run_1/final_placement.png
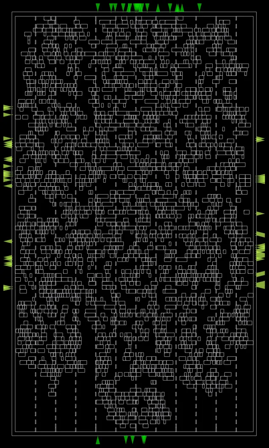
run_1/pdn.png
Scale bar: 50 um. Pins as bars on the die edge. Tap cells in gray.
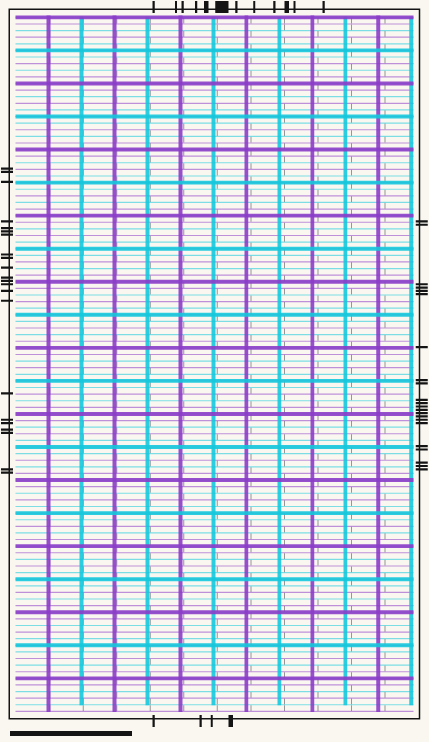
run_1/registers.png
Scale bar: 50 um. Other sequential cells in the stronger gray, the rest of the logic in the fainter gray.
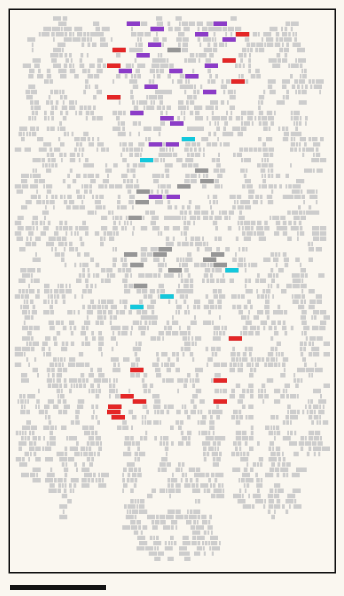
===== src/rtl/wormhole_switch_scheduler.sv =====
// Wormhole switch scheduler: per-output round-robin arbitration on head flits,
// packet-granular output locking and downstream credit tracking.
module wormhole_switch_scheduler #(
    parameter int AGENTS_NUM    = 5,
    parameter int RESOURCES_NUM = 5,
    parameter int BUFFER_SIZE   = 8,
    localparam int PW = (RESOURCES_NUM > 1) ? $clog2(RESOURCES_NUM) : 1
) (
    input  logic                                         clk,
    input  logic                                         rst,
    input  logic [AGENTS_NUM-1:0]                        req_valid_i,
    input  logic [AGENTS_NUM-1:0][PW-1:0]                req_port_i,
    input  logic [AGENTS_NUM-1:0]                        req_head_i,
    input  logic [AGENTS_NUM-1:0]                        req_tail_i,
    input  logic [RESOURCES_NUM-1:0]                     credit_return_i,
    output logic [AGENTS_NUM-1:0][RESOURCES_NUM-1:0]     grants_o,
    output logic [RESOURCES_NUM-1:0]                     locked_o,
    output logic                                         credit_err_o
);
    localparam int AW = (AGENTS_NUM > 1) ? $clog2(AGENTS_NUM) : 1;
    localparam int CW = $clog2(BUFFER_SIZE + 1);

    logic [RESOURCES_NUM-1:0][AW-1:0]            owner_q;
    logic [RESOURCES_NUM-1:0][AW-1:0]            ptr_q;
    logic [RESOURCES_NUM-1:0][CW-1:0]            credits_q;
    logic [AGENTS_NUM-1:0][RESOURCES_NUM-1:0]    targets;
    logic [AGENTS_NUM-1:0][RESOURCES_NUM-1:0]    grant;
    logic [AGENTS_NUM-1:0]                       owns_any;
    logic [RESOURCES_NUM-1:0]                    col_grant;
    logic [RESOURCES_NUM-1:0][AW-1:0]            winner;
    logic                                        found;
    int unsigned                                 idx;

    always_comb begin
        targets  = '0;
        owns_any = '0;
        for (int unsigned i = 0; i < AGENTS_NUM; i++) begin
            for (int unsigned r = 0; r < RESOURCES_NUM; r++) begin
                targets[i][r] = req_valid_i[i] && (req_port_i[i] == PW'(r));
                if (locked_o[r] && owner_q[r] == AW'(i))
                    owns_any[i] = 1'b1;
            end
        end
    end

    // Locked outputs serve only their owner; free outputs run a wrapping
    // search from the per-output pointer over head flits of non-owners.
    always_comb begin
        grant     = '0;
        col_grant = '0;
        winner    = '0;
        found     = 1'b0;
        idx       = 0;
        if (!rst) begin
            for (int unsigned r = 0; r < RESOURCES_NUM; r++) begin
                found = 1'b0;
                if (credits_q[r] != '0) begin
                    if (locked_o[r]) begin
                        for (int unsigned i = 0; i < AGENTS_NUM; i++) begin
                            if (owner_q[r] == AW'(i) && targets[i][r]) begin
                                grant[i][r]  = 1'b1;
                                col_grant[r] = 1'b1;
                                winner[r]    = AW'(i);
                            end
                        end
                    end else begin
                        for (int unsigned k = 0; k < AGENTS_NUM; k++) begin
                            idx = (32'(ptr_q[r]) + k) % AGENTS_NUM;
                            if (!found && targets[idx][r] && req_head_i[idx] && !owns_any[idx]) begin
                                found          = 1'b1;
                                grant[idx][r]  = 1'b1;
                                col_grant[r]   = 1'b1;
                                winner[r]      = AW'(idx);
                            end
                        end
                    end
                end
            end
        end
    end

    assign grants_o = grant;

    always_ff @(posedge clk) begin
        if (rst) begin
            locked_o     <= '0;
            owner_q      <= '0;
            ptr_q        <= '0;
            credit_err_o <= 1'b0;
            for (int unsigned r = 0; r < RESOURCES_NUM; r++)
                credits_q[r] <= CW'(BUFFER_SIZE);
        end else begin
            for (int unsigned r = 0; r < RESOURCES_NUM; r++) begin
                if (col_grant[r]) begin
                    if (req_tail_i[winner[r]]) begin
                        locked_o[r] <= 1'b0;
                    end else if (req_head_i[winner[r]]) begin
                        locked_o[r] <= 1'b1;
                        owner_q[r]  <= winner[r];
                    end
                    if (!locked_o[r])
                        ptr_q[r] <= (winner[r] == AW'(AGENTS_NUM - 1)) ? '0 : winner[r] + 1'b1;
                end
                // A simultaneous grant and return cancel; a return into a full counter is an error.
                if (col_grant[r] && !credit_return_i[r]) begin
                    credits_q[r] <= credits_q[r] - 1'b1;
                end else if (!col_grant[r] && credit_return_i[r]) begin
                    if (credits_q[r] == CW'(BUFFER_SIZE))
                        credit_err_o <= 1'b1;
                    else
                        credits_q[r] <= credits_q[r] + 1'b1;
                end
            end
        end
    end
endmodule


===== config.mk =====
export PLATFORM = sky130hd
export DESIGN_NAME = wormhole_switch_scheduler
export DESIGN_NICKNAME = d
export VERILOG_FILES = /design/src/rtl/wormhole_switch_scheduler.sv
export SDC_FILE = /design/constraint.sdc
export NUM_CORES = 1
export LEC_CHECK = 0
export CAP_MARGIN = 5
export CORE_ASPECT_RATIO = 1.75
export CORE_MARGIN = 2
export CORE_UTILIZATION = 35
export CTS_BUF_LIST = sky130_fd_sc_hd__clkbuf_16
export DETAILED_ROUTE_END_ITERATION = 16
export HOLD_SLACK_MARGIN = 0.15
export PLACE_DENSITY = 0.48
export SETUP_SLACK_MARGIN = 0.5
export SYNTH_ARGS = -nofsm -noshare
export SYNTH_HDL_FRONTEND = slang
export SYNTH_SLANG_ARGS = --single-unit

===== constraint.sdc =====
create_clock -name clk -period 14.8 [get_ports clk]
set_clock_uncertainty 0.2 [all_clocks]
set_input_delay 2.96 -clock clk [delete_from_list [all_inputs] [get_ports clk]]
set_output_delay 2.96 -clock clk [all_outputs]
set_load 0.02 [all_outputs]

==> flow_metrics.py, run 1 <==
# Physical implementation metrics
metrics = {
    "final_timing": {
        "setup-tns-final_ps": 0,
        "tightestPinTransition_ps": 1171,
        "rsz0062_at_grt": "no",
        "worst_slack_ps": 3539,
        "setup-violations-final": 0,
        "period_used_pct": 76.09,
    },
    "worst_setup_path": {
        "start_kind": "primary input",
        "worst_setup_path_end_kind": "output pin",
        "crit_required_ps": 11640,
    },
    "synthesis": {
        "netlist_top_cells_count": "206 x nand2_1, 194 x nor2_1, 168 x ha_1",
        "synth_area_per_cell_um2": 6.971,
        "top_cell": "nand2_1",
        "synthTopCellsByArea": "ha_1 13%, dfxtp_1 6.8%, a21oi_1 4.8%, nand2_1 4.7%, mux2i_1 4.5%",
        "synthCells": 2369,
        "ys_types": 116,
        "synthFlopType": "dfxtp_1",
    },
    "detailed_routing": {
        "dr_wl_met2_um": 34790,
        "drt_iter0_markers": 1397,
    },
    "clock_tree": {
        "clock_latency_ps": 320,
        "cts_buffers": 5,
        "cts.path.max_buffers": 2,
    },
    "placed_design": {
        "io_buffers": 67,
        "gp_congestion": 0.9884,
    },
    "status": {
        "status": "finished, final reports clean",
    },
}
Notes on final_placement.png above:
core outline area: 46770 um^2
Layout Cells excl Fill: 2960

Notes on pdn.png above:
- purple: VSS
- cyan: VDD
- tap cells: 588
- signal pins: 68
- met4 straps: 12

Notes on registers.png above:
- red: `ptr_q` (placed flops 15)
- purple: `credits_q` (placed flops 20; where top middle)
- cyan: `locked_o` (placed flops 5; where middle)

==> run 1: cell type report <==
type	instances	area, um^2
Antenna cell	1	2.502
Clock buffer	5	125.1
Clock inverter	3	20.02
Fill cell	5048	28920
Inverter	159	598.1
Multi-Input combinational cell	2053	14370
Sequential cell	56	1121
Tap cell	588	735.7
Timing Repair Buffer	95	875.8
==> run 1: registers in the layout, summed over array words and instances, names as in the netlist <==
| name | cells |
|---|---|
| owner_q | 15 |
| credits_q | 20 |
| credit_err_o | 1 |
| locked_o | 5 |
| ptr_q | 15 |
==> run 1: metrics by stage <==
step                cells  area, um^2  utilization (%)  hold WS (ps)
global route         2959       17840            38.15         300.3
CTS                  2959       17840            38.15         275.0
finish               2960       17850            38.16         270.3
detailed placement   2951       17700            37.84         262.9
floorplan            2369       16510                -         243.8
global placement     2951       17700            37.84         255.3
==> run 1: worst max-delay path, stage by stage <==
cell             delay [ps]
clkdlybuf4s50_1         670
nor4bb_1                900
nand4_1                 310
or2_1                   340
o41a_1                  320
a221oi_1                610
nand3_1                 190
nor2_1                  240
and2_1                  180
a221o_1                 170
a221oi_1                 70
a221oi_1                440
clkdlybuf4s50_1         690
==> run 1: cell usage in the layout (no fill, tap or decap), drive strengths merged, types with 25 or more instances in the layout <==
master / synthesis / routed
nor3: 106 / 106
clkdlybuf4s50: 0 / 66
or2: 31 / 31
o21ai: 133 / 133
a211oi: 43 / 43
ha: 168 / 168
a221oi: 25 / 25
nand2: 209 / 209
dfxtp: 56 / 56
xnor2: 54 / 54
a31oi: 40 / 40
o21a: 26 / 26
nand2b: 38 / 38
nand4: 28 / 28
and2: 29 / 29
nand3b: 28 / 28
or3: 29 / 29
nor2: 194 / 194
a21o: 25 / 25
o211ai: 36 / 36
a21oi: 165 / 165
mux2i: 75 / 75
and3: 32 / 32
buf: 42 / 29
inv: 150 / 151
nand3: 82 / 82
==> run 1: kinds of logic after synthesis <==
family                     Yosys count  share of synthesized area, %
and+or+nand+nor                    943                         30.37
adders and majority gates          174                         13.46
muxes                               91                         5.659
buffers and inverters              260                         6.213
AOI/OAI and AO/OA                  784                         34.14
xor gates and xnor gates            61                         3.371
DFF                                 56                         6.788
==> run 1: metal layers <==
| metal | up-vias | global-route usage, % |
|---|---|---|
| met2 | 663 | 50.07 |
| met3 | 213 | 1.944 |
| met1 | 9060 | 28.02 |
| li1 | 9022 | - |
| met5 | - | 0 |
| met4 | 0 | 15.29 |
==> run 1: path summary, 6_finish.rpt <==
path         cells past startpoint      startpoint  slack, ps           end
max                             13  req_port_i[12]       3540  grants_o[16]
min                              2    credits_q[6]        270  credits_q[6]
max reg2reg                     20        ptr_q[0]       6850    owner_q[2]
min reg2reg                      2    credits_q[6]        270  credits_q[6]
run_1/density.png
Scale bar: 50 um. The die is cut into 17 by 29 equal tiles; white is low, dark blue is high, 0 to 100% covered.
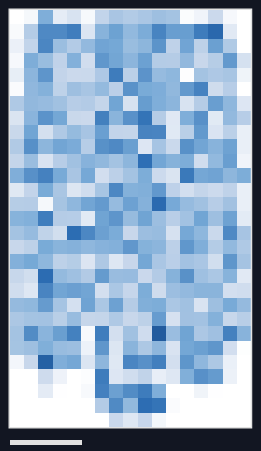

--- run 2 (diff from run 1) ---
==> constraint.sdc (replaced) <==
create_clock -name clk -period 11.2 [get_ports clk]
set_clock_uncertainty 0.2 [all_clocks]
set_input_delay 2.24 -clock clk [delete_from_list [all_inputs] [get_ports clk]]
set_output_delay 2.24 -clock clk [all_outputs]
set_load 0.02 [all_outputs]
run_2/density.png
Scale bar: 50 um. The die is cut into 17 by 29 equal tiles; white is low, dark blue is high, 0 to 100% covered.
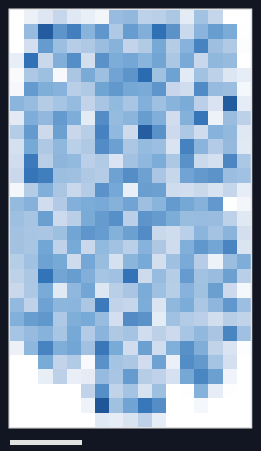
- nearly empty tiles: 9.5%
- fullest tile: 85%
- mean over tiles: 35%
- tiles over 75% full: 1.0%

==> flow_metrics.py, run 2 <==
# Physical implementation metrics
metrics = {
    "status": {
        "status": "finished, final reports clean",
    },
    "worst_setup_path": {
        "path_cells": "buf_4 -> inv_1 -> ha_1 -> inv_1 -> ha_1 -> inv_1 -> ha_1 -> or3_1 -> a21oi_1 -> or2_2 -> ha_1 -> nand2b_1 -> a31oi_1 -> a21oi_1 -> mux2i_1 -> and3_1 -> o31ai_2 -> nand3b_1 -> nor4_1 -> and2_1 -> nand2b_1 -> nand2b_1 -> a221oi_1 -> clkdlybuf4s50_1",
        "r2r_end": "owner_q[8]",
        "crit_required_ps": 8760,
        "reg2reg_slack_ps": 3620,
        "slowest_delay_ps": 720,
        "rr_worst_depth": 19,
        "start_kind": "register",
        "cp_common_cell": "ha_1",
        "worst_setup_path_end_kind": "output pin",
        "r2r-start": "ptr_q[7]",
    },
    "synthesis": {
        "yosysTopAreaCell": "ha_1",
        "synthTopCellsByArea": "ha_1 13%, dfxtp_1 6.8%, a21oi_1 4.8%, nand2_1 4.7%, mux2i_1 4.5%",
        "ys_types": 116,
        "synth_area_per_cell_um2": 6.971,
        "synth-warning-count": 0,
        "synthCells": 2369,
        "netlist_top_cells_count": "206 x nand2_1, 194 x nor2_1, 168 x ha_1",
        "top_cell": "nand2_1",
        "synthFlopType": "dfxtp_1",
    },
    "layout": {
        "top_regs": "credits_q (20), owner_q (15), ptr_q (15)",
        "stdcell_area_um2": 17910,
        "layout-drive-gt1-share_pct": 6.939,
        "final_common_cell": "nand2_1",
        "mostFrequentLayoutCells": "206 x nand2_1, 194 x nor2_1, 168 x ha_1",
    },
    "placed_design": {
        "place_area_um2": 17750,
        "gp_congestion": 0.9717,
        "io_buffers": 67,
    },
    "final_timing": {
        "period_used_pct": 89.55,
        "setup-violations-final": 0,
        "setup-tns-final_ps": 0,
        "tightestPinTransition_ps": 1194,
    },
    "worst_hold_path": {
        "whs_path_depth": 2,
        "hold_path_startpoint": "credits_q[2]",
    },
    "clock_tree": {
        "clock_latency_ps": 320,
        "cts_buffers": 5,
    },
    "floorplan": {
        "die_y_um": 291.4,
        "die_area_um2": 49010,
        "core_area_um2": 46770,
    },
    "detailed_routing": {
        "drt_iter0_markers": 1259,
    },
}
## run 2: cell counts after synthesis
No cell type changed its count.
## run 2: worst max-delay path by stage
stage	from	endpoint	slack [ps]	cells past startpoint
global route	ptr_q[10]	grants_o[8]	670	24
global placement	req_head_i[3]	grants_o[8]	1640	12
floorplan	ptr_q[9]	grants_o[8]	2620	27
CTS	ptr_q[10]	grants_o[8]	1210	24
finish	ptr_q[10]	grants_o[8]	1170	24
detailed placement	req_head_i[1]	grants_o[8]	1590	14
## run 2: layer usage
metal | track usage [%] | wire, um
met5 | 0 | 0
met4 | 14.02 | 4003
met3 | 1.713 | 2543
met2 | 49.37 | 34680
met1 | 29.06 | 26000
## run 2: critical path, delay by kind of cell, from the launching register on
| family | cells | cell delay [ps] |
|---|---|---|
| fa+ha+maj | 4 | 1460 |
| simple gates | 9 | 1930 |
| flops | 1 | 300 |
| buf+inv | 5 | 1380 |
| compound gates | 5 | 1910 |
| mux | 1 | 260 |
## run 2: final cells by class
cell class	count	area, um^2
timing repair buffer	102	928.4
antenna	1	2.502
multi-input combinational	2053	14370
sequential	56	1121
clock inverter	3	27.53
fill	5048	28860
tap	588	735.7
clock buffer	5	125.1
inverter	159	598.1
## run 2: kinds of logic (layout without fill, tap and decap cells)
kind of cell / after synthesis / in the layout / share of synthesized area (%)
xor+xnor: 61 / 61 / 3.371
buf+inv: 260 / 269 / 6.213
compound gates: 784 / 784 / 34.14
mux: 91 / 91 / 5.659
other cells: 0 / 1 / 0
fa+ha+maj: 174 / 174 / 13.46
flops: 56 / 56 / 6.788
simple gates: 943 / 943 / 30.37
## run 2: through the flow
step                      setup WS [ps]  hold WS (ps)  cells
after global placement             1639         255.5   2958
after global routing              671.9         285.8   2967
after CTS                          1215         274.5   2966
final                              1171         270.3   2967
after detailed placement           1589         263.6   2958
after floorplan                    2622         243.8   2369
